Cell classes on the final placement:
Drawn at 4 px/um. Fill, decap, tap and diode cells in gray.
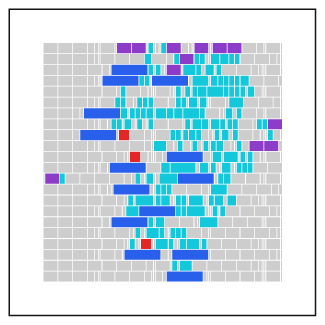
Gate-type map:
Drawn at 4 px/um.
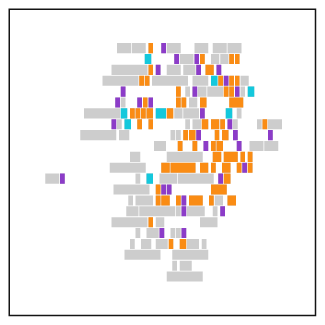
$ cat src/rtl/airlock_pkg.sv
// Shared types and defaults for the airlock chamber sequencer.
//   state_t : sequencer FSM states
//   dir_t   : direction of the trip in progress (NONE = chamber repositioning only)
//   cnt_width() : width of the shared dwell/timeout counter
package airlock_pkg;

    typedef enum logic [2:0] {
        READY_P    = 3'd0,
        INNER_OPEN = 3'd1,
        EVAC       = 3'd2,
        READY_V    = 3'd3,
        OUTER_OPEN = 3'd4,
        PRESS      = 3'd5,
        FAULT      = 3'd6
    } state_t;

    typedef enum logic [1:0] {
        NONE = 2'd0,
        IN   = 2'd1,
        OUT  = 2'd2
    } dir_t;

    localparam int DOOR_CYC_DEF = 8;
    localparam int TIMEOUT_DEF  = 64;

    // Counter must hold the larger of the two limits.
    function automatic int cnt_width(input int a, input int b);
        return $clog2(((a > b) ? a : b) + 1);
    endfunction

endpackage

$ cat src/rtl/airlock_cycle_timer.sv
// Loadable up-counter with a limit compare.
//   clk, rst : clock, async active-high reset
//   load     : restart counting; the cycle after load counts as cycle 1
//   limit    : cycle number at which done asserts
//   done     : high on the limit-th cycle since load (and after, counter holds)
module airlock_cycle_timer #(
    parameter int W = 4
) (
    input  logic         clk,
    input  logic         rst,
    input  logic         load,
    input  logic [W-1:0] limit,
    output logic         done
);

    logic [W-1:0] cnt;

    assign done = (cnt >= limit);

    // Saturate at the limit so a long dwell in a ready state cannot wrap.
    always_ff @(posedge clk or posedge rst) begin
        if (rst)
            cnt <= '0;
        else if (load)
            cnt <= W'(1);
        else if (!done)
            cnt <= cnt + 1'b1;
    end

endmodule

$ cat src/rtl/airlock_sequencer.sv
// Airlock chamber sequencer: serves occupant exit/enter requests by cycling
// the doors and the evacuate/pressurize stages, with door interlock and a
// sticky pump-timeout fault.
//   clk, rst          : clock, async active-high reset
//   req_exit          : pulse, occupant on pressurized side wants out
//   req_enter         : pulse, occupant on vacuum side wants in
//   pressurized       : level status from the pressurize stage
//   evacuated         : level status from the evacuate stage
//   evacuate_ctrl     : high while evacuating
//   pressurize_ctrl   : high while pressurizing
//   inner_door_open   : habitat-side door command
//   outer_door_open   : vacuum-side door command
//   at_vacuum         : chamber resting at vacuum
//   busy              : sequence in progress
//   fault             : sticky pump timeout
module airlock_sequencer
    import airlock_pkg::*;
#(
    parameter int DOOR_CYC = DOOR_CYC_DEF,
    parameter int TIMEOUT  = TIMEOUT_DEF
) (
    input  logic clk,
    input  logic rst,
    input  logic req_exit,
    input  logic req_enter,
    input  logic pressurized,
    input  logic evacuated,
    output logic evacuate_ctrl,
    output logic pressurize_ctrl,
    output logic inner_door_open,
    output logic outer_door_open,
    output logic at_vacuum,
    output logic busy,
    output logic fault
);

    localparam int CW = cnt_width(DOOR_CYC, TIMEOUT);
    localparam logic [CW-1:0] DOOR_LIM = CW'(DOOR_CYC);
    localparam logic [CW-1:0] TO_LIM   = CW'(TIMEOUT);

    state_t      state, state_nxt;
    dir_t        dir, dir_nxt;
    logic        pend_exit, pend_enter;
    logic        clr_exit, clr_enter;
    logic        tmr_load, tmr_done;
    logic [CW-1:0] tmr_limit;

    // One timer serves both door dwell and pump timeout; it restarts on
    // every state change so each timed state sees a fresh count.
    assign tmr_load  = (state_nxt != state);
    assign tmr_limit = (state == INNER_OPEN || state == OUTER_OPEN) ? DOOR_LIM : TO_LIM;

    airlock_cycle_timer #(.W(CW)) u_timer (
        .clk   (clk),
        .rst   (rst),
        .load  (tmr_load),
        .limit (tmr_limit),
        .done  (tmr_done)
    );

    always_ff @(posedge clk or posedge rst) begin
        if (rst) begin
            state <= READY_P;
            dir   <= NONE;
        end else begin
            state <= state_nxt;
            dir   <= dir_nxt;
        end
    end

    // Flags are set by the request edge itself; a completing trip clears
    // its flag, and a request seen at that same edge is a duplicate.
    always_ff @(posedge clk or posedge rst) begin
        if (rst) begin
            pend_exit  <= 1'b0;
            pend_enter <= 1'b0;
        end else if (state != FAULT) begin
            pend_exit  <= clr_exit  ? 1'b0 : (pend_exit  | req_exit);
            pend_enter <= clr_enter ? 1'b0 : (pend_enter | req_enter);
        end
    end

    always_comb begin
        state_nxt = state;
        dir_nxt   = dir;
        clr_exit  = 1'b0;
        clr_enter = 1'b0;
        case (state)
            READY_P: begin
                if (pend_exit) begin
                    state_nxt = INNER_OPEN;
                    dir_nxt   = OUT;
                end else if (pend_enter) begin
                    state_nxt = EVAC;
                    dir_nxt   = NONE;
                end
            end
            INNER_OPEN: begin
                if (tmr_done) begin
                    if (dir == OUT) begin
                        state_nxt = EVAC;
                    end else begin
                        state_nxt = READY_P;
                        clr_enter = (dir == IN);
                    end
                end
            end
            EVAC: begin
                // Status met on the limit cycle still counts as success.
                if (evacuated && !pressurized)
                    state_nxt = (dir == OUT) ? OUTER_OPEN : READY_V;
                else if (tmr_done)
                    state_nxt = FAULT;
            end
            READY_V: begin
                if (pend_enter) begin
                    state_nxt = OUTER_OPEN;
                    dir_nxt   = IN;
                end else if (pend_exit) begin
                    state_nxt = PRESS;
                    dir_nxt   = NONE;
                end
            end
            OUTER_OPEN: begin
                if (tmr_done) begin
                    if (dir == IN) begin
                        state_nxt = PRESS;
                    end else begin
                        state_nxt = READY_V;
                        clr_exit  = (dir == OUT);
                    end
                end
            end
            PRESS: begin
                if (pressurized && !evacuated)
                    state_nxt = (dir == IN) ? INNER_OPEN : READY_P;
                else if (tmr_done)
                    state_nxt = FAULT;
            end
            FAULT:   state_nxt = FAULT;
            default: state_nxt = FAULT;
        endcase
    end

    // Moore decode: exactly one actuator per state keeps the interlock
    // structural rather than checked.
    always_comb begin
        evacuate_ctrl   = 1'b0;
        pressurize_ctrl = 1'b0;
        inner_door_open = 1'b0;
        outer_door_open = 1'b0;
        at_vacuum       = 1'b0;
        busy            = 1'b0;
        fault           = 1'b0;
        case (state)
            INNER_OPEN: begin inner_door_open = 1'b1; busy = 1'b1; end
            EVAC:       begin evacuate_ctrl   = 1'b1; busy = 1'b1; end
            READY_V:    at_vacuum = 1'b1;
            OUTER_OPEN: begin outer_door_open = 1'b1; busy = 1'b1; end
            PRESS:      begin pressurize_ctrl = 1'b1; busy = 1'b1; end
            FAULT:      fault = 1'b1;
            default:    ;
        endcase
    end

endmodule

$ cat config.mk
export PLATFORM = sky130hd
export DESIGN_NAME = airlock_sequencer
export DESIGN_NICKNAME = d
export VERILOG_FILES = /design/src/rtl/airlock_pkg.sv /design/src/rtl/airlock_cycle_timer.sv /design/src/rtl/airlock_sequencer.sv
export SDC_FILE = /design/constraint.sdc
export NUM_CORES = 1
export LEC_CHECK = 0
export ABC_AREA = 1
export ABC_CLOCK_PERIOD_IN_PS = 6650
export CAP_MARGIN = 20
export CORE_MARGIN = 8
export CORE_UTILIZATION = 30
export DETAILED_ROUTE_END_ITERATION = 6
export SLEW_MARGIN = 20
export SYNTH_ARGS = -nofsm -noshare
export SYNTH_HDL_FRONTEND = slang
export SYNTH_SLANG_ARGS = --single-unit
$ cat constraint.sdc
create_clock -name clk -period 6.65 [get_ports clk]
set_input_delay 0.9975 -clock clk [delete_from_list [all_inputs] [get_ports clk]]
set_output_delay 0.9975 -clock clk [all_outputs]
set_load 0.1 [all_outputs]
==> impl_metrics.ini <==
; synthesis and place-and-route metrics
[outcome]
status = finished clean

[yosys]
edf_count = 0
largest_area_cell = dfrtp_1
simple_gate_share_pct = 42.9
mux_share_pct = 0
logic_family = simple AND/OR/NAND/NOR gates
top_area_share_pct = 32.3
synth_chip_area_um2 = 1090
ys_top_cells_by_count = nand2_1, inv_1, nor2_1
synth-async-reset-ratio_pct = 100
aoi_share_pct = 4.72
ys_types = 23
ys_seq_share_pct = 32.3
fp_nets = 167
topCellsByArea = dfrtp_1, nand2_1, inv_1

[global_route]
grt_pass1_vias = 870
met2_usage_pct = 12.3
grtUsageMet3_pct = 1.06
grt_pass1_wl_um = 4020
overflow = 0

[placed_design]
placed_cell_area_um2 = 1270
place.gp.congestion = 0.853
dp.cells = 217

[min_path]
hp-start = pend_enter$_DFFE_PP0N_
min_delay_path_depth = 2
min_to = dir[0]$_DFFE_PP0P_

[pwr]
top_power_group = sequential cells
ir_drop_uv = 55.0
comb-power_mw = 0.00855
power_frac_comb_pct = 6.0
p_per_area_nw_per_um2 = 111
seqPwrFrac_pct = 60.4

[final_layout]
largest_reg_flops = 7
final_cells = 220
nonClockInverterCount = 31
syn_to_final_growth_pct = 18.7
largest_cell_class = combinational gates
diodes = 0
seq_share_pct = 27.2

[die]
rows = 22
initCoreUtil_pct = 30.3
fp.dieW_um = 76.2
core_area_um2 = 3580

[worst_setup_path]
cp.depth = 6
crit_type = flip-flop to primary output
worst_setup_path_start_kind = flip-flop
cp-endpoint = busy
endpoint_kind = primary output
r2r_slack_ns = 4.11
r2r-start = state[1]$_DFF_PP0_
crit_chain = inv_2 > nand2_2 > nor2_4 > inv_1 > nand4_1 > clkdlybuf4s50_1

[drt]
initialDrtViolationCount = 67
wirelength_met1_um = 1180
drtAntennaViolNets = 0
drt-total-wl_um = 2290
first_pass_iters = 4
via_per_inst = 4.27
dr_wl_met2_um = 1010
top_layer = met4

[sta]
hold_ws_ns = 0.550
rsz0062_at_grt = no
period_used_pct = 51.2
setup_viol = 0
hold_violations = 0
finalSetupTns_ns = 0
clock_skew_ns = 0.000468
slew_headroom_pct = 34.5

[job]
maxCapViolations = 0

[clock_network]
clk_latency_ns = 0.28
cts_buffers = 3
clkTransAtPathRegs_ns = 0.08
clkSinkCount = 14
postCtsSetupBuffers = 0
post_cts_resized = 0
Back to the opening pictures, 'cell classes on the final placement':
Purple shows other buffers and delay cells, cells 12. Cyan shows all other logic, cells 143. Red shows cells driving clock nets, cells 3. Blue shows flip-flops, cells 14.

Back to the opening pictures, 'gate-type map':
Purple shows inverters, cells 31. Cyan shows inverting AOI/OAI gates, cells 8. Orange shows NAND gates, cells 61.

